<file path="src/rtl/vga_pkg.sv">
// Shared VGA timing constants and pixel types for the pixel-output slice.
package vga_pkg;

  localparam int DEF_H_VISIBLE = 1024;
  localparam int DEF_H_FP      = 24;
  localparam int DEF_H_SYNC    = 136;
  localparam int DEF_H_BP      = 160;
  localparam int DEF_V_VISIBLE = 768;
  localparam int DEF_V_FP      = 3;
  localparam int DEF_V_SYNC    = 6;
  localparam int DEF_V_BP      = 29;

  localparam int H_TOTAL = DEF_H_VISIBLE + DEF_H_FP + DEF_H_SYNC + DEF_H_BP;
  localparam int V_TOTAL = DEF_V_VISIBLE + DEF_V_FP + DEF_V_SYNC + DEF_V_BP;

  typedef struct packed {
    logic [7:0] r;
    logic [7:0] g;
    logic [7:0] b;
  } pixel24_t;

  typedef struct packed {
    logic [3:0] r;
    logic [3:0] g;
    logic [3:0] b;
  } rgb12_t;

  typedef struct packed {
    logic visible;
    logic hsync;
    logic vsync;
  } sync_t;

  localparam sync_t SYNC_IDLE = '{visible: 1'b0, hsync: 1'b1, vsync: 1'b1};

  // Upstream dithering already rounded, so the top nibble is taken as-is.
  function automatic rgb12_t to_rgb12(input pixel24_t p, input logic en);
    rgb12_t c;
    c = '0;
    if (en) begin
      c.r = p.r[7:4];
      c.g = p.g[7:4];
      c.b = p.b[7:4];
    end
    return c;
  endfunction

endpackage

</file>
<file path="src/rtl/vga_pixel_out_if.sv">
// Coordinate/pixel exchange between the VGA output stage and the fetch/dither path.
interface vga_pixel_out_if;
  import vga_pkg::*;

  logic [10:0] hc;
  logic [9:0]  vc;
  logic        visible;
  logic        frame_start;
  pixel24_t    pixel_in;

  modport master (output hc, output vc, output visible, output frame_start, input pixel_in);
  modport slave  (input hc, input vc, input visible, input frame_start, output pixel_in);

endinterface

</file>
<file path="src/rtl/vga_timing.sv">
// Free-running horizontal/vertical counters with raw sync, visible and frame decode.
module vga_timing #(
  parameter int H_VISIBLE = 1024,
  parameter int H_FP      = 24,
  parameter int H_SYNC    = 136,
  parameter int H_BP      = 160,
  parameter int V_VISIBLE = 768,
  parameter int V_FP      = 3,
  parameter int V_SYNC    = 6,
  parameter int V_BP      = 29
) (
  input  logic        clk,
  input  logic        reset_n,
  output logic [10:0] hc,
  output logic [9:0]  vc,
  output logic        visible,
  output logic        frame_start,
  output logic        hsync,
  output logic        vsync
);

  localparam logic [10:0] H_LAST   = 11'(H_VISIBLE + H_FP + H_SYNC + H_BP - 1);
  localparam logic [9:0]  V_LAST   = 10'(V_VISIBLE + V_FP + V_SYNC + V_BP - 1);
  localparam logic [10:0] H_VIS    = 11'(H_VISIBLE);
  localparam logic [9:0]  V_VIS    = 10'(V_VISIBLE);
  localparam logic [10:0] HS_START = 11'(H_VISIBLE + H_FP);
  localparam logic [10:0] HS_END   = 11'(H_VISIBLE + H_FP + H_SYNC);
  localparam logic [9:0]  VS_START = 10'(V_VISIBLE + V_FP);
  localparam logic [9:0]  VS_END   = 10'(V_VISIBLE + V_FP + V_SYNC);

  always_ff @(posedge clk) begin
    if (!reset_n) begin
      hc <= '0;
      vc <= '0;
    end else if (hc == H_LAST) begin
      hc <= '0;
      vc <= (vc == V_LAST) ? '0 : vc + 10'd1;
    end else begin
      hc <= hc + 11'd1;
    end
  end

  // Syncs are active low and decoded straight from the registered counters.
  always_comb begin
    visible     = (hc < H_VIS) && (vc < V_VIS);
    frame_start = (hc == '0) && (vc == '0);
    hsync       = !((hc >= HS_START) && (hc < HS_END));
    vsync       = !((vc >= VS_START) && (vc < VS_END));
  end

endmodule

</file>
<file path="src/rtl/vga_pixel_out.sv">
// VGA output stage: timing generator, sync delay line matching upstream latency, registered DAC pins.
module vga_pixel_out
  import vga_pkg::*;
#(
  parameter int H_VISIBLE = DEF_H_VISIBLE,
  parameter int H_FP      = DEF_H_FP,
  parameter int H_SYNC    = DEF_H_SYNC,
  parameter int H_BP      = DEF_H_BP,
  parameter int V_VISIBLE = DEF_V_VISIBLE,
  parameter int V_FP      = DEF_V_FP,
  parameter int V_SYNC    = DEF_V_SYNC,
  parameter int V_BP      = DEF_V_BP,
  parameter int PIPE_LAT  = 1
) (
  input  logic                   clk,
  input  logic                   reset_n,
  vga_pixel_out_if.master        pix,
  output logic [3:0]             vga_r,
  output logic [3:0]             vga_g,
  output logic [3:0]             vga_b,
  output logic                   vga_hs,
  output logic                   vga_vs
);

  sync_t  ctrl_p0;
  sync_t  ctrl_pd;
  rgb12_t rgb_pd;

  vga_timing #(
    .H_VISIBLE (H_VISIBLE),
    .H_FP      (H_FP),
    .H_SYNC    (H_SYNC),
    .H_BP      (H_BP),
    .V_VISIBLE (V_VISIBLE),
    .V_FP      (V_FP),
    .V_SYNC    (V_SYNC),
    .V_BP      (V_BP)
  ) u_timing (
    .clk         (clk),
    .reset_n     (reset_n),
    .hc          (pix.hc),
    .vc          (pix.vc),
    .visible     (ctrl_p0.visible),
    .frame_start (pix.frame_start),
    .hsync       (ctrl_p0.hsync),
    .vsync       (ctrl_p0.vsync)
  );

  assign pix.visible = ctrl_p0.visible;

  // Delay line: syncs and visible wait PIPE_LAT clocks for the matching pixel.
  generate
    if (PIPE_LAT == 0) begin : g_no_delay
      assign ctrl_pd = ctrl_p0;
    end else begin : g_delay
      sync_t ctrl_pipe [PIPE_LAT];

      always_ff @(posedge clk) begin
        if (!reset_n) begin
          for (int i = 0; i < PIPE_LAT; i++) begin
            ctrl_pipe[i] <= SYNC_IDLE;
          end
        end else begin
          ctrl_pipe[0] <= ctrl_p0;
          for (int i = 1; i < PIPE_LAT; i++) begin
            ctrl_pipe[i] <= ctrl_pipe[i-1];
          end
        end
      end

      assign ctrl_pd = ctrl_pipe[PIPE_LAT-1];
    end
  endgenerate

  always_comb begin
    rgb_pd = to_rgb12(pix.pixel_in, ctrl_pd.visible);
  end

  // Output register: every pin changes only on a clock edge.
  always_ff @(posedge clk) begin
    if (!reset_n) begin
      vga_r  <= '0;
      vga_g  <= '0;
      vga_b  <= '0;
      vga_hs <= 1'b1;
      vga_vs <= 1'b1;
    end else begin
      vga_r  <= rgb_pd.r;
      vga_g  <= rgb_pd.g;
      vga_b  <= rgb_pd.b;
      vga_hs <= ctrl_pd.hsync;
      vga_vs <= ctrl_pd.vsync;
    end
  end

endmodule

</file>
<file path="src/flat_wrapper.sv">
// flat-port wrapper written by rule: the top's interface ports become plain ports
module vga_pixel_out_flat import vga_pkg::*;
#(
  parameter int H_VISIBLE = DEF_H_VISIBLE,
  parameter int H_FP      = DEF_H_FP,
  parameter int H_SYNC    = DEF_H_SYNC,
  parameter int H_BP      = DEF_H_BP,
  parameter int V_VISIBLE = DEF_V_VISIBLE,
  parameter int V_FP      = DEF_V_FP,
  parameter int V_SYNC    = DEF_V_SYNC,
  parameter int V_BP      = DEF_V_BP,
  parameter int PIPE_LAT  = 1
)
  (clk, reset_n, vga_r, vga_g, vga_b, vga_hs, vga_vs, pix_hc, pix_vc, pix_visible, pix_frame_start, pix_pixel_in);
  vga_pixel_out_if pix_i ();
  input  logic clk;
  input  logic reset_n;
  output logic [3:0] vga_r;
  output logic [3:0] vga_g;
  output logic [3:0] vga_b;
  output logic vga_hs;
  output logic vga_vs;
  output wire logic [$bits(pix_i.hc)-1:0] pix_hc;
  output wire logic [$bits(pix_i.vc)-1:0] pix_vc;
  output wire logic [$bits(pix_i.visible)-1:0] pix_visible;
  output wire logic [$bits(pix_i.frame_start)-1:0] pix_frame_start;
  input wire logic [$bits(pix_i.pixel_in)-1:0] pix_pixel_in;
  assign pix_hc = pix_i.hc;
  assign pix_vc = pix_i.vc;
  assign pix_visible = pix_i.visible;
  assign pix_frame_start = pix_i.frame_start;
  assign pix_i.pixel_in = pix_pixel_in;
  vga_pixel_out #(.H_VISIBLE(H_VISIBLE), .H_FP(H_FP), .H_SYNC(H_SYNC), .H_BP(H_BP), .V_VISIBLE(V_VISIBLE), .V_FP(V_FP), .V_SYNC(V_SYNC), .V_BP(V_BP), .PIPE_LAT(PIPE_LAT)) u_core (.clk(clk), .reset_n(reset_n), .pix(pix_i), .vga_r(vga_r), .vga_g(vga_g), .vga_b(vga_b), .vga_hs(vga_hs), .vga_vs(vga_vs));
endmodule
</file>
<file path="config.mk">
export PLATFORM = sky130hd
export DESIGN_NAME = vga_pixel_out_flat
export DESIGN_NICKNAME = d
export VERILOG_FILES = /design/src/rtl/vga_pkg.sv /design/src/rtl/vga_pixel_out_if.sv /design/src/rtl/vga_timing.sv /design/src/rtl/vga_pixel_out.sv /design/src/flat_wrapper.sv
export SDC_FILE = /design/constraint.sdc
export NUM_CORES = 1
export LEC_CHECK = 0
export ABC_AREA = 1
export CAP_MARGIN = 20
export CORE_MARGIN = 3
export CORE_UTILIZATION = 41
export DETAILED_ROUTE_END_ITERATION = 16
export PLACE_DENSITY = 0.76
export SETUP_SLACK_MARGIN = 0.15
export SLEW_MARGIN = 20
export SYNTH_ARGS = -nofsm -noshare
export SYNTH_HDL_FRONTEND = slang
export SYNTH_HIERARCHICAL = 1
export SYNTH_SLANG_ARGS = --single-unit
</file>
<file path="constraint.sdc">
create_clock -name clk -period 1.3 [get_ports clk]
set_input_delay 0.26 -clock clk [delete_from_list [all_inputs] [get_ports clk]]
set_output_delay 0.26 -clock clk [all_outputs]
set_load 0.005 [all_outputs]
</file>
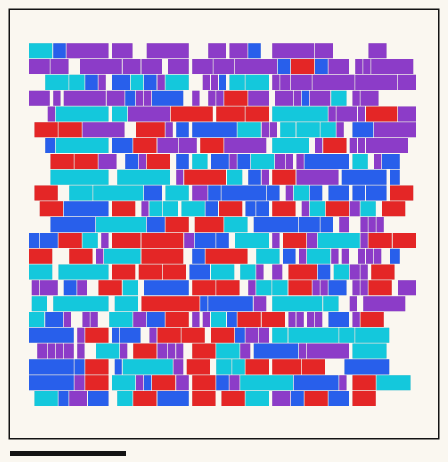
(images/sizing.png)
Scale bar: 20 µm.
size	color	cells	share	most used
x6 and larger	red	72	20%	buf_6
x2	blue	78	21%	dfxtp_2
x1 and smaller	purple	147	40%	nand2_1
x3 and x4	cyan	72	20%	buf_4
synthesis-to-finish area growth: 95.1%
Non-clk bufs: 126
worst setup margin: -0.434 ns

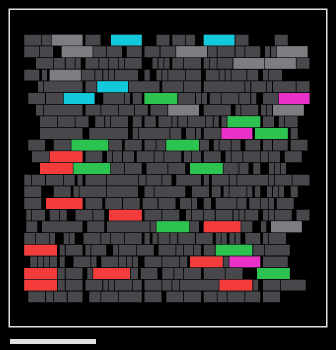
(images/ff_map.png)
Scale bar: 20 µm. Other sequential cells in the stronger gray, the rest of the logic in the fainter gray.
name in the netlist	color	flops
u_core/g_delay.ctrl_pipe	magenta	3
u_core/u_timing/hc	red	11
u_core/vga_g	cyan	4
u_core/u_timing/vc	green	10
not colored	10

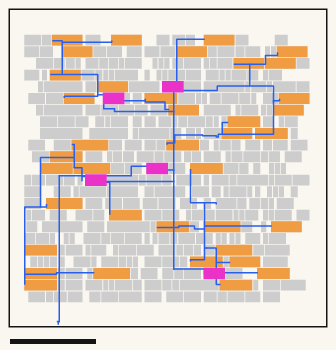
(images/clock_wires.png)
Scale bar: 20 µm.
[clock-net drivers] magenta | count: 5
[clock wires] blue | length: 493 µm
[flip-flops] orange | count: 38
routed clock nets	6

[flip-flops by register name, indices dropped and copies added (netlist names)]
signal / flops
u_core/g_delay.ctrl_pipe: 3
u_core/u_timing/hc: 11
u_core/u_timing/vc: 10
u_core/vga_b: 4
u_core/vga_g: 4
u_core/vga_hs: 1
u_core/vga_r: 4
u_core/vga_vs: 1
[area by class of cell]
class / count / area (µm²)
clock buffer: 7 / 86.3
clock inverter: 1 / 5.00
fill: 186 / 541
inverter: 40 / 158
multi-input combinational: 157 / 1300
sequential: 38 / 802
tap: 50 / 62.6
timing repair buffer: 126 / 1250
[where the power goes]
| part | switching (mW) | internal [mW] |
|---|---|---|
| sequential | 0.0141 | 1.18 |
| clock | 0.433 | 0.428 |
| combinational | 0.141 | 0.164 |
| total | 0.588 | 1.77 |
[worst paths after layout]
path	start	to	slack [ns]	cells past startpoint
hold / removal	u_core/g_delay.ctrl_pipe[0][1]	u_core/vga_hs	0.41	2
setup reg to reg	u_core/u_timing/vc[0]	u_core/u_timing/vc[5]	-0.43	10
hold reg to reg	u_core/g_delay.ctrl_pipe[0][1]	u_core/vga_hs	0.41	2
setup / recovery	u_core/u_timing/vc[0]	u_core/u_timing/vc[5]	-0.43	10
[placed cells by master, fill, tap and decap left out, types with 2 or more instances in the layout]
cell	count
nor3_2	4
buf_12	2
buf_2	8
a21oi_1	2
nand2_4	7
buf_4	27
nand2_2	11
nand3_2	7
dfxtp_2	15
dfxtp_1	17
nand4_1	3
inv_1	31
a21oi_2	7
nor2_1	14
nand3_1	11
nand3_4	2
xor2_1	3
nor2_2	14
inv_4	3
a21oi_4	2
nor3_1	3
dfxtp_4	6
ha_4	4
dlygate4sd2_1	14
nand2_1	32
nor2_4	15
nor3_4	2
clkbuf_8	6
inv_2	6
buf_6	59
ha_2	2
clkdlybuf4s50_1	13
nand2_8	2
o21ai_2	2
[stage by stage]
| step | hold WS (ns) | cells | util [%] | cell area, µm² | setup TNS, ns |
|---|---|---|---|---|---|
| after floorplan | 0.329 | 238 | - | 1950 | 0 |
| after global placement | 0.383 | 374 | 65.9 | 2770 | -0.986 |
| after detailed placement | 0.390 | 374 | 65.9 | 2770 | -1.48 |
| after CTS | 0.408 | 406 | 77.6 | 3260 | -2.15 |
| after global routing | 0.440 | 419 | 87.1 | 3660 | -7.04 |
| final | 0.414 | 419 | 87.1 | 3660 | -6.45 |
[logic make-up (layout without fill, tap and decap cells)]
family,Yosys count,after routing,synth area share [%]
AOI/OAI and AO/OA,18,18,6.00
DFF,38,38,40.5
and+or+nand+nor,128,129,36.7
xor gates and xnor gates,4,4,1.87
adders and majority gates,6,6,4.00
buffers and inverters,44,174,10.9
[layer usage]
| metal | up-vias | share of wire [%] | track usage, % |
|---|---|---|---|
| li1 | 1008 | - | - |
| met1 | 1089 | 38 | 30.0 |
| met2 | 133 | 50 | 43.9 |
| met3 | 49 | 6.0 | 5.75 |
| met4 | 0 | 6.6 | 8.45 |
| met5 | - | 0 | 0 |
[repair_timing]
action / CTS / global route
pin swaps: 26 / 21
hold buffers: 0 / 0
gates cloned: 2 / 0
setup endpoints to repair: 58 / 54
setup buffers: 22 / 13
resized: 195 / 70
==> run summary <==
outcome: finished with violations
failing checks: negative setup slack
global-route wire length before repair: 10.2 mm
final setup vio count: 28
Core Density at Floorplan: 44.7%
pre-CTS setup slack: -0.399 ns
Setup crit end kind: flip-flop
CORE AREA: 4200 µm²
worst setup margin: -0.434 ns
critical path buffer and inverter count: 3
GPL Wtd Cong: 0.856
Post-synth seq share: 40.5%
startpoint types: flip-flop
final clock period utilization by the worst path: 133%
worst slew pin tran: 0.359 ns
worst clock skew: 0.0110 ns
Final Max-Slew Violation Tally: 0
Final nets: 400
Initial DRC Count: 192
Main synth FF type: dfxtp_1
Max Cap Viol: 0
maximum buffer depth of the clock tree: 2
Power is estimated from default activity; no workload was simulated.
